## src/rtl/dpseq_pkg.sv

```systemverilog
// Shared definitions for the datapath sequencer: instruction word layout, FSM encoding and helpers.
package dpseq_pkg;

    localparam int INSTR_W = 11;

    // Field order follows the instruction word from bit 10 down to bit 0.
    typedef struct packed {
        logic [2:0] aluc;
        logic [1:0] a1;
        logic [1:0] a2;
        logic [1:0] a3;
        logic       wb;
        logic       cond;
    } instr_t;

    localparam logic [1:0] ST_IDLE  = 2'b00;
    localparam logic [1:0] ST_ISSUE = 2'b01;
    localparam logic [1:0] ST_WRITE = 2'b10;

    function automatic logic write_enable(input logic wb, input logic cond, input logic zf);
        return wb & (cond ? zf : 1'b1);
    endfunction

endpackage

```

## src/rtl/dpseq_fifo.sv

```systemverilog
// Synchronous instruction FIFO with occupancy count; a push while full is dropped even if popping.
module dpseq_fifo #(
    parameter int WIDTH = 11,
    parameter int DEPTH = 4,
    localparam int PW = $clog2(DEPTH),
    localparam int CW = PW + 1
) (
    input  logic             clk,
    input  logic             rst,
    input  logic             push,
    input  logic             pop,
    input  logic [WIDTH-1:0] din,
    output logic [WIDTH-1:0] dout,
    output logic [CW-1:0]    count,
    output logic             full,
    output logic             empty
);

    logic [WIDTH-1:0] mem_r [DEPTH];
    logic [PW-1:0]    wr_ptr_r;
    logic [PW-1:0]    rd_ptr_r;
    logic [CW-1:0]    count_r;
    logic             push_s;
    logic             pop_s;

    assign full   = (count_r == CW'(DEPTH));
    assign empty  = (count_r == {CW{1'b0}});
    assign push_s = push & ~full;
    assign pop_s  = pop & ~empty;
    assign dout   = mem_r[rd_ptr_r];
    assign count  = count_r;

    // Storage, pointers (wrap naturally at power-of-two depth) and occupancy.
    always_ff @(posedge clk or posedge rst) begin
        if (rst) begin
            wr_ptr_r <= {PW{1'b0}};
            rd_ptr_r <= {PW{1'b0}};
            count_r  <= {CW{1'b0}};
            for (int i = 0; i < DEPTH; i++) begin
                mem_r[i] <= {WIDTH{1'b0}};
            end
        end else begin
            if (push_s) begin
                mem_r[wr_ptr_r] <= din;
                wr_ptr_r        <= wr_ptr_r + PW'(1);
            end
            if (pop_s) begin
                rd_ptr_r <= rd_ptr_r + PW'(1);
            end
            case ({push_s, pop_s})
                2'b10:   count_r <= count_r + CW'(1);
                2'b01:   count_r <= count_r - CW'(1);
                default: count_r <= count_r;
            endcase
        end
    end

endmodule

```

## src/rtl/datapath_sequencer.sv

```systemverilog
// Issues buffered instruction words onto the ALU/register-file control inputs, two cycles each.
// Optional sticky zero flag and conditional write: define DATAPATH_SEQ_ZFLAG_EN.
module datapath_sequencer
    import dpseq_pkg::*;
#(
    parameter int WORD_SIZE  = 32,
    parameter int ADDR_W     = 2,
    parameter int ALUC_W     = 3,
    parameter int FIFO_DEPTH = 4,
    localparam int CNT_W = $clog2(FIFO_DEPTH) + 1
) (
    input  logic                 clk,
    input  logic                 rst,
    input  logic                 instr_valid,
    output logic                 instr_ready,
    input  logic [INSTR_W-1:0]   instr,
    input  logic [WORD_SIZE-1:0] result,
    output logic [ALUC_W-1:0]    alucontrol,
    output logic [ADDR_W-1:0]    addr1,
    output logic [ADDR_W-1:0]    addr2,
    output logic [ADDR_W-1:0]    addr3,
    output logic                 wr,
    output logic                 busy,
    output logic                 done,
    output logic                 zflag,
    output logic [CNT_W-1:0]     fifo_count
);

    logic [1:0]         state_r;
    logic [1:0]         state_nx_s;
    logic               pop_s;
    logic               full_s;
    logic               empty_s;
    logic [INSTR_W-1:0] head_bits_s;
    instr_t             head_s;
    logic               wb_r;
    logic               cond_r;
    logic               wr_calc_s;
    logic [ALUC_W-1:0]  aluc_r;
    logic [ADDR_W-1:0]  a1_r;
    logic [ADDR_W-1:0]  a2_r;
    logic [ADDR_W-1:0]  a3_r;
    logic               wr_r;
    logic               done_r;

    dpseq_fifo #(.WIDTH(INSTR_W), .DEPTH(FIFO_DEPTH)) u_fifo (
        .clk   (clk),
        .rst   (rst),
        .push  (instr_valid),
        .pop   (pop_s),
        .din   (instr),
        .dout  (head_bits_s),
        .count (fifo_count),
        .full  (full_s),
        .empty (empty_s)
    );

    assign head_s      = instr_t'(head_bits_s);
    assign instr_ready = ~full_s;
    assign busy        = (state_r != ST_IDLE) | ~empty_s;
    assign alucontrol  = aluc_r;
    assign addr1       = a1_r;
    assign addr2       = a2_r;
    assign addr3       = a3_r;
    assign wr          = wr_r;
    assign done        = done_r;

    // Next state and FIFO pop; a pop happens on every entry into ISSUE.
    always_comb begin
        pop_s      = 1'b0;
        state_nx_s = state_r;
        case (state_r)
            ST_IDLE: begin
                if (!empty_s) begin
                    pop_s      = 1'b1;
                    state_nx_s = ST_ISSUE;
                end else begin
                    state_nx_s = ST_IDLE;
                end
            end
            ST_ISSUE: state_nx_s = ST_WRITE;
            ST_WRITE: begin
                if (!empty_s) begin
                    pop_s      = 1'b1;
                    state_nx_s = ST_ISSUE;
                end else begin
                    state_nx_s = ST_IDLE;
                end
            end
            default: state_nx_s = ST_IDLE;
        endcase
    end

`ifdef DATAPATH_SEQ_ZFLAG_EN
    logic zflag_r;

    assign wr_calc_s = write_enable(wb_r, cond_r, zflag_r);
    assign zflag     = zflag_r;

    // Zero flag captures the result of each write actually performed, at the end of WRITE.
    always_ff @(posedge clk or posedge rst) begin
        if (rst) begin
            zflag_r <= 1'b0;
        end else if ((state_r == ST_WRITE) && wr_r) begin
            zflag_r <= (result == {WORD_SIZE{1'b0}});
        end else begin
            zflag_r <= zflag_r;
        end
    end
`else
    logic unused_inputs_s;

    assign wr_calc_s       = wb_r;
    assign zflag           = 1'b0;
    assign unused_inputs_s = ^{result, cond_r};
`endif

    // FSM state, latched instruction fields and the registered write/done strobes.
    always_ff @(posedge clk or posedge rst) begin
        if (rst) begin
            state_r <= ST_IDLE;
            aluc_r  <= {ALUC_W{1'b0}};
            a1_r    <= {ADDR_W{1'b0}};
            a2_r    <= {ADDR_W{1'b0}};
            a3_r    <= {ADDR_W{1'b0}};
            wb_r    <= 1'b0;
            cond_r  <= 1'b0;
            wr_r    <= 1'b0;
            done_r  <= 1'b0;
        end else begin
            state_r <= state_nx_s;
            if (pop_s) begin
                aluc_r <= ALUC_W'(head_s.aluc);
                a1_r   <= ADDR_W'(head_s.a1);
                a2_r   <= ADDR_W'(head_s.a2);
                a3_r   <= ADDR_W'(head_s.a3);
                wb_r   <= head_s.wb;
                cond_r <= head_s.cond;
            end
            // Strobes are set on the ISSUE->WRITE edge so they are high exactly during WRITE.
            if (state_r == ST_ISSUE) begin
                wr_r   <= wr_calc_s;
                done_r <= 1'b1;
            end else begin
                wr_r   <= 1'b0;
                done_r <= 1'b0;
            end
        end
    end

endmodule
```

## config.mk

```make
export PLATFORM = sky130hd
export DESIGN_NAME = datapath_sequencer
export DESIGN_NICKNAME = d
export VERILOG_FILES = /design/src/rtl/dpseq_pkg.sv /design/src/rtl/dpseq_fifo.sv /design/src/rtl/datapath_sequencer.sv
export SDC_FILE = /design/constraint.sdc
export NUM_CORES = 1
export LEC_CHECK = 0
export CAP_MARGIN = 20
export CORE_MARGIN = 1.5
export CORE_UTILIZATION = 50
export DETAILED_ROUTE_END_ITERATION = 7
export GPL_ROUTABILITY_DRIVEN = 0
export PLACE_DENSITY = 0.76
export SYNTH_ARGS = -nofsm -noshare
export SYNTH_HDL_FRONTEND = slang
export SYNTH_HIERARCHICAL = 1
export SYNTH_SLANG_ARGS = --single-unit
export TNS_END_PERCENT = 100
```

## constraint.sdc

```tcl
create_clock -name clk -period 2.58 [get_ports clk]
set_input_delay 0.387 -clock clk [delete_from_list [all_inputs] [get_ports clk]]
set_output_delay 0.387 -clock clk [all_outputs]
set_load 0.005 [all_outputs]
```

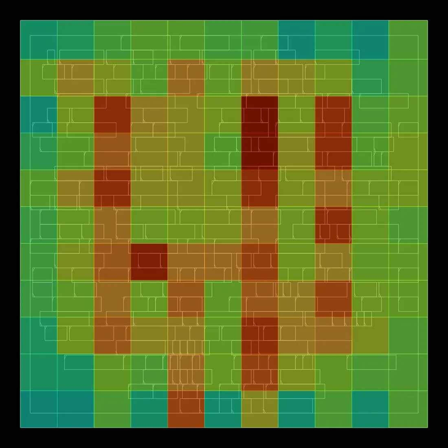
*Routing congestion, run 1*
most used routing layer in global routing: met2
detail-routed net length per standard cell: 18.1 µm
fraction of the core area covered by cells at the end of the flow: 64.1%

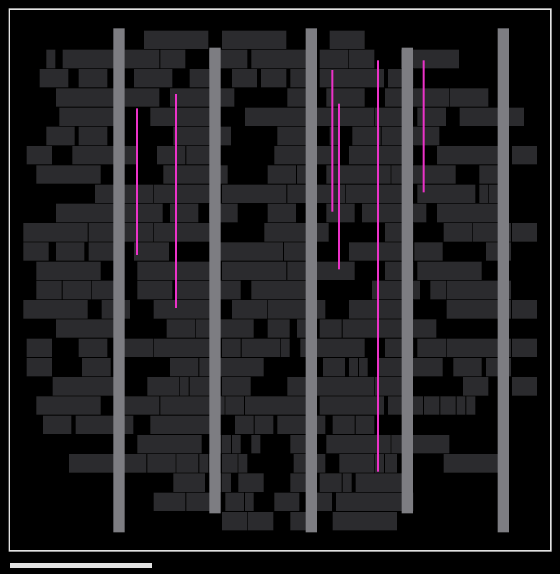
*Met4 routing, run 1*
Bar = 20 µm. Supply wires on this layer in grey.
- share of all routed wire: 3.3%
- nets with wire on the layer: 5

==> results_tabular.tex, run 1 <==
% Table of physical implementation metrics
\begin{tabular}{lr}
\hline
Metric & Value \\
\hline
\multicolumn{2}{l}{\textbf{Outcome}} \\
\quad Outcome & completed \\
\multicolumn{2}{l}{\textbf{STA}} \\
\quad Worst relative slew slack & between 40\% and 50\% \\
\quad Final count of negative-setup-slack endpoints & 0 \\
\quad Clock tree skew after final layout & between 0.01 and 0.015 ns \\
\quad Fin. max-slew vios & 0 \\
\quad Achievable Freq & 456 MHz \\
\quad Pin slew with the least headroom to its limit & between 0.7 and 0.8 ns \\
\quad Setup repair after global routing missed its margin & false \\
\quad Post-route setup TNS & 0 ns \\
\multicolumn{2}{l}{\textbf{Finish}} \\
\quad Proportion of layout cells with a drive suffix above 1 & 40.2\% \\
\quad Final Cell Area & roughly 3300 µm² \\
\quad Combinational cell area excluding buffers and inverters & 1080 µm² \\
\quad Count of non-CTS inverters in the layout & 8 \\
\quad Post-synthesis to final-layout area growth & 22.7\% \\
\quad Layout sequential cell count & $\sim$60 \\
\quad Top logic cells by instance count in the layout & sky130\_fd\_sc\_hd\_\_dfrtp\_1, sky130\_fd\_sc\_hd\_\_mux2\_2, sky130\_fd\_sc\_hd\_\_clkdlybuf4s50\_1 \\
\quad Largest area class, layout & flip-flops and latches \\
\quad Seq area share & a little under half \\
\quad Number of combinational gates with multiple inputs & between 90 and 100 \\
\multicolumn{2}{l}{\textbf{Critical path}} \\
\quad Req. time, crit path & approximately 2.8 ns \\
\quad Class of the most critical setup path & flop to flop \\
\quad Largest driver fanout on the critical path & 6 \\
\quad CP Cell Sequence & nor3\_1 > nor2\_2 > o31a\_1 > ha\_1 > inv\_1 > fa\_1 > xor2\_1 > nor2\_1 > xor2\_1 \\
\quad Worst Setup EP & u\_fifo/count[2]\$\_DFFE\_PP0P\_ \\
\quad CP Buf/Inv Count & 1 \\
\quad Source of the critical timing path & u\_fifo/count[0]\$\_DFFE\_PP0P\_ \\
\quad Depth of the worst register-to-register path & 9 \\
\quad CP endpoint kind & flop \\
\quad Flop2flop setup slack & a little under 0.4 ns \\
\quad Standard cell with the maximum stage delay on the critical path & sky130\_fd\_sc\_hd\_\_dfrtp\_1 \\
\quad Source of the worst register-to-register timing path & u\_fifo/count[0]\$\_DFFE\_PP0P\_ \\
\quad Slowest stage delay, CP & around 0.50 ns \\
\quad Endpoint of the lowest-slack register-to-register path & u\_fifo/count[2]\$\_DFFE\_PP0P\_ \\
\multicolumn{2}{l}{\textbf{Global routing}} \\
\quad Aggregate global routing overflow & 0 \\
\quad GR Util All Layers & between 20 and 25\% \\
\quad Initial antenna violation count & 0 \\
\quad Pin count of the biggest net entering global routing & 19 \\
\quad Number of global-route vias before repair & approximately 1.7k \\
\multicolumn{2}{l}{\textbf{Drt}} \\
\quad DRC & 0 \\
\quad Number of DRC markers after the initial detailed-route iteration & between 80 and 90 \\
\quad Via-to-Cell Ratio & approximately 5.3 \\
\multicolumn{2}{l}{\textbf{CTS}} \\
\quad Clock root cell & sky130\_fd\_sc\_hd\_\_clkbuf\_8 \\
\quad Total clock sinks & approximately 60 \\
\quad CTS tree & yes \\
\multicolumn{2}{l}{\textbf{Placed design}} \\
\quad Post-DP HPWL & between 3 and 4 mm \\
\quad Area after detailed placement & 3040 µm² \\
\quad Worst setup slack before clock tree synthesis & 0.359 ns \\
\multicolumn{2}{l}{\textbf{Power and ir drop}} \\
\quad Power Combinational & about 1.9 mW \\
\quad Worst VDD drop & around 0.66 mV \\
\quad Switching fraction of total power & slightly below 30\% \\
\quad Relative contribution of the clock network to total power & $\sim$22\% \\
\quad P\_clk & approximately 1.1 mW \\
\quad Total power per unit cell area & around 1400 nW/µm² \\
\multicolumn{2}{l}{\textbf{Run}} \\
\quad Tool warnings & about 62 \\
\multicolumn{2}{l}{\textbf{Floorplan}} \\
\quad Number of tap instances & approximately 70 \\
\quad Die X-Extent & $\sim$76 µm \\
\quad Core Region & around 5000 µm² \\
\quad DIE HEIGHT & approximately 76 µm \\
\quad Die area & between 5000 and 6000 µm² \\
\multicolumn{2}{l}{\textbf{Logic synthesis}} \\
\quad Post-Syn Area & between 2000 and 3000 µm² \\
\quad YS warnings & 6 \\
\quad Net count entering floorplan & 222 \\
\hline
\end{tabular}
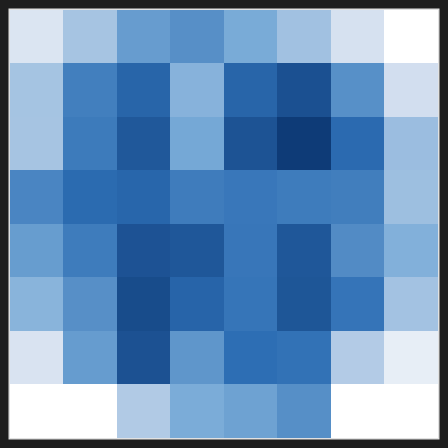
*Cell area per tile, run 1*
The die is cut into 8 by 8 equal tiles; white is low, dark blue is high, 0 to 100% covered.
- mean over tiles: 55%
- densest ninth of the die: centre
- nearly empty tiles: 7.8%
- fullest tile: 96%

run 1: layer usage:
metal / GRT usage (%) / vias up / part of all wire (%)
met1: 25.2 / 785 / 43
met4: 13.7 / 0 / 3.3
met5: 0 / - / 0
met3: 4.67 / 15 / 3.2
li1: - / 668 / -
met2: 32.4 / 33 / 51
run 1: registers in the layout (all words and copies together), names as in the netlist:
| register | count |
|---|---|
| addr3 | 2 |
| alucontrol | 3 |
| addr2 | 2 |
| u_fifo/rd_ptr_r | 2 |
| wb_r | 1 |
| u_fifo/mem_r | 40 |
| u_fifo/count | 3 |
| addr1 | 2 |
| done | 1 |
| u_fifo/wr_ptr_r | 2 |
| wr | 1 |
| state_r | 1 |
### Placement by cell class, run 1

Bar = 20 µm. Fill, decap, tap and diode cells in grey.
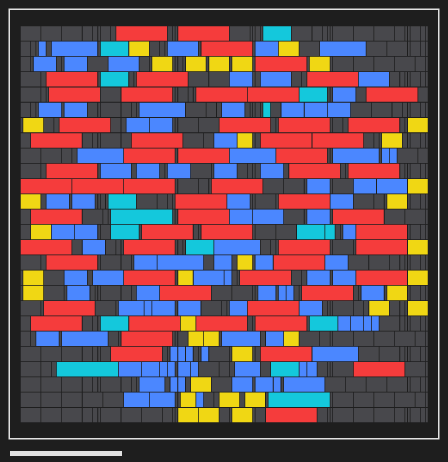

--- run 2 (diff from run 1) ---
--- a/config.mk
+++ b/config.mk
@@ -7,10 +7,10 @@
 export LEC_CHECK = 0
 export CAP_MARGIN = 20
 export CORE_MARGIN = 1.5
-export CORE_UTILIZATION = 50
+export CORE_UTILIZATION = 45
 export DETAILED_ROUTE_END_ITERATION = 7
 export GPL_ROUTABILITY_DRIVEN = 0
-export PLACE_DENSITY = 0.76
+export PLACE_DENSITY = 0.72
 export SYNTH_ARGS = -nofsm -noshare
 export SYNTH_HDL_FRONTEND = slang
 export SYNTH_HIERARCHICAL = 1
==> constraint.sdc (replaced) <==
create_clock -name clk -period 1.9 [get_ports clk]
set_input_delay 0.285 -clock clk [delete_from_list [all_inputs] [get_ports clk]]
set_output_delay 0.285 -clock clk [all_outputs]
set_load 0.005 [all_outputs]
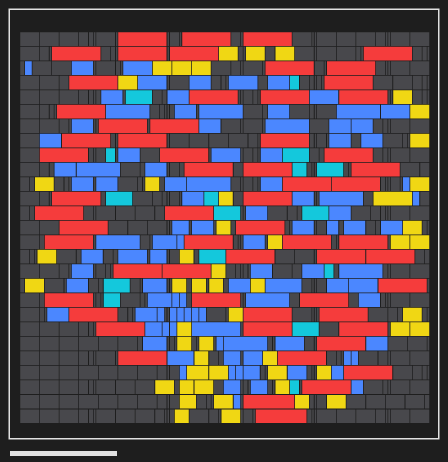
*Placement by cell class, run 2*
Bar = 20 µm. Fill, decap, tap and diode cells in grey.
- remaining buffers and delay cells: yellow (cells 51; share of their area 14%)
- sequential cells: red (cells 60; share of their area 46%)
- combinational and other logic: blue (cells 102; share of their area 35%)
- clock drivers and dummy loads: cyan (cells 16; share of their area 5.1%)

==> run 2 against run 1 <==
  * Non-clock buffer count rose by 15
  * Register-to-register slack got worse by 0.36 ns
  * Die area rose by 11%
  * Clock skew fell by 0.0047 ns
  * Worst setup slack got worse by 0.36 ns
  * Routed wire length fell by 0.49%
  * Total power rose by 31%
  * Via count rose by 3.3%
  * Sequential share of layout area fell by 0.97 points
  * Core utilization fell by 4.3 points
  * Hold slack got worse by 0.034 ns
  * Clock power fell by about 10%
  * Highest routed layer unchanged
==> results_tabular.tex, run 2 <==
% Table of physical implementation metrics
\begin{tabular}{lr}
\hline
Metric & Value \\
\hline
\multicolumn{2}{l}{\textbf{Critical path}} \\
\quad Standard cell with the maximum stage delay on the critical path & sky130\_fd\_sc\_hd\_\_dfrtp\_2 (was sky130\_fd\_sc\_hd\_\_dfrtp\_1) \\
\quad Depth of the worst register-to-register path & 8 (was 9) \\
\quad CP Buf/Inv Count & 1 (unchanged) \\
\quad Req. time, crit path & 2.15 ns (was 2.83 ns) \\
\quad Largest driver fanout on the critical path & 3 (was 6) \\
\quad Slowest stage delay, CP & 0.44 ns (was 0.50 ns) \\
\quad Worst Setup EP & u\_fifo/count[2]\$\_DFFE\_PP0P\_ (unchanged) \\
\quad Endpoint of the lowest-slack register-to-register path & u\_fifo/count[2]\$\_DFFE\_PP0P\_ (unchanged) \\
\quad Number of logic stages on the critical path including buffering & 8 (was 9) \\
\quad Source of the worst register-to-register timing path & u\_fifo/count[0]\$\_DFFE\_PP0P\_ (unchanged) \\
\quad Source of the critical timing path & u\_fifo/count[0]\$\_DFFE\_PP0P\_ (unchanged) \\
\quad CP endpoint kind & flop (unchanged) \\
\quad CP Cell Sequence & nor3b\_4 > nand2b\_4 > ha\_4 > inv\_2 > fa\_2 > xor2\_1 > nor2\_1 > xor2\_1 (was nor3\_1 > nor2\_2 > o31a\_1 > ha\_1 > inv\_1 > fa\_1 > xor2\_1 > nor2\_1 > xor2\_1) \\
\multicolumn{2}{l}{\textbf{Placed design}} \\
\quad Area after detailed placement & 3150 µm² (was 3040 µm²) \\
\quad Post-DP HPWL & 3.61 mm (was 3.46 mm) \\
\multicolumn{2}{l}{\textbf{Floorplan}} \\
\quad Die area & 6440 µm² (was 5820 µm²) \\
\quad Core Region & 5640 µm² (was 5140 µm²) \\
\quad DIE HEIGHT & 80.2 µm (was 76.3 µm) \\
\quad Die X-Extent & 80.2 µm (was 76.3 µm) \\
\multicolumn{2}{l}{\textbf{STA}} \\
\quad Pin slew with the least headroom to its limit & 0.595 ns (was 0.763 ns) \\
\quad Setup repair after global routing missed its margin & true (was false) \\
\quad Achievable Freq & 535 MHz (was 456 MHz) \\
\quad Post-route setup TNS & 0 ns (unchanged) \\
\quad Final count of negative-setup-slack endpoints & 0 (unchanged) \\
\quad Final cycle utilization of the critical path & 98.4\% (was 85.0\%) \\
\quad Worst relative slew slack & 60.3\% (was 49.1\%) \\
\multicolumn{2}{l}{\textbf{CTS}} \\
\quad Total clock sinks & 60 (unchanged) \\
\quad Number of resized instances in the post-cts repair step & 4 (was 0) \\
\quad CTS tree & yes (unchanged) \\
\quad Clock root cell & sky130\_fd\_sc\_hd\_\_clkbuf\_8 (unchanged) \\
\quad Worst-path clk slew & 0.07 ns (about the same) \\
\multicolumn{2}{l}{\textbf{Logic synthesis}} \\
\quad YS warnings & 6 (unchanged) \\
\quad Post-Syn Area & 2690 µm² (unchanged) \\
\multicolumn{2}{l}{\textbf{Global routing}} \\
\quad Met1 usage & 22.1\% (was 25.2\%) \\
\quad Number of global-route vias before repair & 1,672 (was 1,686) \\
\quad Pin count of the biggest net entering global routing & 48 (was 19) \\
\quad Most used routing layer in global routing & met2 (unchanged) \\
\multicolumn{2}{l}{\textbf{Drt}} \\
\quad Wire length on met3 & 150 µm (was 163 µm) \\
\quad Metal-1 WL & 2.22 mm (was 2.21 mm) \\
\quad Detail-routed net length per standard cell & 17.0 µm (was 18.1 µm) \\
\quad Number of DRC markers after the initial detailed-route iteration & 77 (was 84) \\
\quad Via-to-Cell Ratio & 5.15 (was 5.29) \\
\quad Top Layer Used & met4 (unchanged) \\
\quad Met2 routed wirelength & 2.67 mm (was 2.61 mm) \\
\multicolumn{2}{l}{\textbf{Power and ir drop}} \\
\quad Total power per unit cell area & 1830 nW/µm² (was 1440 nW/µm²) \\
\quad Relative contribution of the clock network to total power & 15.3\% (was 22.1\%) \\
\multicolumn{2}{l}{\textbf{Outcome}} \\
\quad Outcome & completed (unchanged) \\
\multicolumn{2}{l}{\textbf{Finish}} \\
\quad Final Cell Area & 3370 µm² (was 3290 µm²) \\
\quad Proportion of layout cells with a drive suffix above 1 & 47.6\% (was 40.2\%) \\
\quad Top logic cells by instance count in the layout & sky130\_fd\_sc\_hd\_\_dfrtp\_1, sky130\_fd\_sc\_hd\_\_mux2\_2, sky130\_fd\_sc\_hd\_\_clkdlybuf4s50\_1 (unchanged) \\
\quad Post-synthesis to final-layout area growth & 25.6\% (was 22.7\%) \\
\quad Max FFs per register & 40 (unchanged) \\
\quad Register containing the most flip-flops in the final layout & u\_fifo/mem\_r (unchanged) \\
\quad Fraction of the core area covered by cells at the end of the flow & 59.8\% (was 64.1\%) \\
\hline
\end{tabular}
[run 2: power by group through the flow]
stage	registers, mW	clock network, mW	logic [mW]
after CTS	2.39	0.984	2.87
after floorplan	2.30	0	1.95
after global placement	2.34	0	2.67
final	2.38	0.948	2.86
after global routing	2.48	1.04	3.06
after detailed placement	2.42	0	2.77
[run 2: layout make-up]
| type | instances | area, µm² | area share [%] |
|---|---|---|---|
| timing repair buffer | 51 | 468 | 13.9 |
| multi-input combinational | 94 | 1110 | 33.0 |
| clock buffer | 9 | 124 | 3.67 |
| tap | 72 | 90.1 | 2.67 |
| inverter | 8 | 30.0 | 0.891 |
| clock inverter | 7 | 43.8 | 1.30 |
| sequential | 60 | 1500 | 44.6 |
### Port wiring, run 2

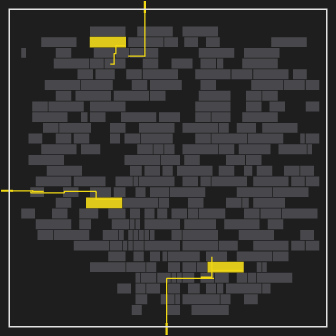

--- run 3 (diff from run 2) ---
--- a/config.mk
+++ b/config.mk
@@ -11,6 +11,7 @@
 export DETAILED_ROUTE_END_ITERATION = 7
 export GPL_ROUTABILITY_DRIVEN = 0
 export PLACE_DENSITY = 0.72
+export SLEW_MARGIN = 10
 export SYNTH_ARGS = -nofsm -noshare
 export SYNTH_HDL_FRONTEND = slang
 export SYNTH_HIERARCHICAL = 1
==> constraint.sdc (replaced) <==
create_clock -name clk -period 1.9 [get_ports clk]
set_input_delay 0.38 -clock clk [delete_from_list [all_inputs] [get_ports clk]]
set_output_delay 0.38 -clock clk [all_outputs]
set_load 0.005 [all_outputs]
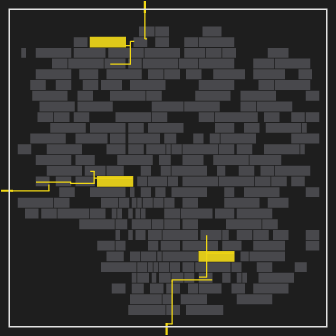
*Port wiring, run 3*
- alucontrol: yellow (bits 3; direction output; edge 1 top, 1 left, 1 bottom; end cells 3; buffers 3; wire 102 µm)

==> run 3 against run 2 <==
  * Sequential cell count unchanged
  * Global-route usage up 0.86 points
  * Sequential power about the same
  * Non-clock buffer count up 2
==> results_tabular.tex, run 3 <==
% Table of physical implementation metrics
\begin{tabular}{lr}
\hline
Metric & Value \\
\hline
\multicolumn{2}{l}{\textbf{Finish}} \\
\quad Post-synthesis to final-layout area growth & 28.1\% (was 25.6\%) \\
\quad Max FFs per register & 40 (unchanged) \\
\quad Register containing the most flip-flops in the final layout & u\_fifo/mem\_r (unchanged) \\
\quad Final Cell Area & 3440 µm² (was 3370 µm²) \\
\quad Top logic cells by instance count in the layout & sky130\_fd\_sc\_hd\_\_dfrtp\_1, sky130\_fd\_sc\_hd\_\_mux2\_2, sky130\_fd\_sc\_hd\_\_clkdlybuf4s50\_1 (unchanged) \\
\quad Proportion of layout cells with a drive suffix above 1 & 48.5\% (was 47.6\%) \\
\multicolumn{2}{l}{\textbf{CTS}} \\
\quad CTS tree & yes (unchanged) \\
\quad Number of resized instances in the post-cts repair step & 4 (unchanged) \\
\quad Worst-path clk slew & 0.07 ns (about the same) \\
\quad Total clock sinks & 60 (unchanged) \\
\quad Clock root cell & sky130\_fd\_sc\_hd\_\_clkbuf\_8 (unchanged) \\
\multicolumn{2}{l}{\textbf{Drt}} \\
\quad Wire length on met3 & 179 µm (was 150 µm) \\
\quad Top Layer Used & met4 (unchanged) \\
\quad Detail-routed net length per standard cell & 17.7 µm (was 17.0 µm) \\
\quad Metal-1 WL & 2.18 mm (was 2.22 mm) \\
\quad Number of DRC markers after the initial detailed-route iteration & 38 (was 77) \\
\quad Met2 routed wirelength & 2.91 mm (was 2.67 mm) \\
\quad Final ANT Viol Nets & 0 (unchanged) \\
\quad DRC & 0 (unchanged) \\
\quad Pre-Repair DR Iteration Count & 4 (unchanged) \\
\multicolumn{2}{l}{\textbf{Critical path}} \\
\quad Class of the most critical setup path & flop to flop (unchanged) \\
\quad Flop2flop setup slack & 0.005 ns (was 0.03 ns) \\
\quad CP endpoint kind & flop (unchanged) \\
\quad Largest driver fanout on the critical path & 3 (unchanged) \\
\quad Worst Setup EP & u\_fifo/count[1]\$\_DFFE\_PP0P\_ (was u\_fifo/count[2]\$\_DFFE\_PP0P\_) \\
\quad Source of the worst register-to-register timing path & u\_fifo/count[2]\$\_DFFE\_PP0P\_ (was u\_fifo/count[0]\$\_DFFE\_PP0P\_) \\
\quad Req. time, crit path & 2.13 ns (was 2.15 ns) \\
\quad Number of logic stages on the critical path including buffering & 6 (was 8) \\
\quad Depth of the worst register-to-register path & 6 (was 8) \\
\quad CP Cell Sequence & buf\_4 > o31a\_1 > ha\_4 > inv\_2 > fa\_2 > mux2i\_2 (was nor3b\_4 > nand2b\_4 > ha\_4 > inv\_2 > fa\_2 > xor2\_1 > nor2\_1 > xor2\_1) \\
\quad CP Buf/Inv Count & 2 (was 1) \\
\quad Endpoint of the lowest-slack register-to-register path & u\_fifo/count[1]\$\_DFFE\_PP0P\_ (was u\_fifo/count[2]\$\_DFFE\_PP0P\_) \\
\quad Standard cell with the maximum stage delay on the critical path & sky130\_fd\_sc\_hd\_\_fa\_2 (was sky130\_fd\_sc\_hd\_\_dfrtp\_2) \\
\quad Slowest stage delay, CP & 0.44 ns (about the same) \\
\quad Source of the critical timing path & u\_fifo/count[2]\$\_DFFE\_PP0P\_ (was u\_fifo/count[0]\$\_DFFE\_PP0P\_) \\
\multicolumn{2}{l}{\textbf{Power and ir drop}} \\
\quad Largest Pwr Group & combinational cells (unchanged) \\
\quad P\_clk & 1.19 mW (was 0.948 mW) \\
\quad Worst VDD drop & 0.947 mV (was 0.703 mV) \\
\quad Switching fraction of total power & 30.4\% (was 30.5\%) \\
\quad Share of power burned in combinational logic & 45.6\% (was 46.2\%) \\
\quad Relative contribution of the clock network to total power & 18.0\% (was 15.3\%) \\
\quad Power Combinational & 3.00 mW (was 2.86 mW) \\
\quad Sequential-cell power consumption & 2.39 mW (was 2.38 mW) \\
\quad Total power per unit cell area & 1910 nW/µm² (was 1830 nW/µm²) \\
\multicolumn{2}{l}{\textbf{Floorplan}} \\
\quad Die area & 6440 µm² (unchanged) \\
\quad Core Region & 5640 µm² (unchanged) \\
\quad DIE HEIGHT & 80.2 µm (unchanged) \\
\quad Die X-Extent & 80.2 µm (unchanged) \\
\multicolumn{2}{l}{\textbf{STA}} \\
\quad Clock tree skew after final layout & 0.00794 ns (was 0.00649 ns) \\
\quad Final cycle utilization of the critical path & 99.7\% (was 98.4\%) \\
\quad Pin slew with the least headroom to its limit & 0.573 ns (was 0.595 ns) \\
\quad Fin. max-slew vios & 0 (unchanged) \\
\quad Worst relative slew slack & 61.7\% (was 60.3\%) \\
\quad Final count of negative-setup-slack endpoints & 0 (unchanged) \\
\quad Achievable Freq & 528 MHz (was 535 MHz) \\
\quad Setup repair after global routing missed its margin & true (unchanged) \\
\multicolumn{2}{l}{\textbf{Placed design}} \\
\quad Number of instances in the placed design & 282 (was 280) \\
\quad Area after detailed placement & 3160 µm² (was 3150 µm²) \\
\quad PortBufs & 28 (unchanged) \\
\quad Post-DP HPWL & 3.78 mm (was 3.61 mm) \\
\multicolumn{2}{l}{\textbf{Global routing}} \\
\quad GR Util met2 & 32.5\% (was 30.2\%) \\
\quad Most used routing layer in global routing & met2 (unchanged) \\
\quad Aggregate global routing overflow & 0 (unchanged) \\
\quad Met3 usage in global routing & 4.66\% (was 4.89\%) \\
\quad Pin count of the biggest net entering global routing & 48 (unchanged) \\
\quad Initial antenna violation count & 0 (unchanged) \\
\quad Number of global-route vias before repair & 1,742 (was 1,672) \\
\quad GR Util All Layers & 18.9\% (was 18.1\%) \\
\quad Met1 usage & 22.5\% (was 22.1\%) \\
\multicolumn{2}{l}{\textbf{Logic synthesis}} \\
\quad Net count entering floorplan & 222 (unchanged) \\
\quad Post-Synthesis Cells & 170 (unchanged) \\
\quad YS warnings & 6 (unchanged) \\
\multicolumn{2}{l}{\textbf{Run}} \\
\quad Tool warnings & 65 (was 64) \\
\multicolumn{2}{l}{\textbf{Outcome}} \\
\quad Outcome & completed (unchanged) \\
\hline
\end{tabular}
==> run 3: final cells by class <==
cell class,count,area (µm²)
flip-flops and latches,60,1500
clock buffers,11,151
inverters,8,30.0
clock inverters,5,58.8
fillers,426,2200
well taps,72,90.1
repair buffers,53,482
multi-input cells,94,1120
==> run 3: per-stage QoR <==
step           setup slack [ns]  setup TNS (ns)  util (%)  hold slack, ns
6_report                0.00503               0      60.9           0.431
4_1_cts                -0.00589        -0.00589      60.2           0.433
5_1_grt                 -0.0512         -0.0779      60.9           0.452
2_1_floorplan            -0.126          -0.140         -           0.257
3_3_place_gp            -0.0642         -0.0642      56.0           0.483
3_5_place_dp            -0.0719         -0.0774      56.0           0.475
Power is estimated from default activity; no workload was simulated.
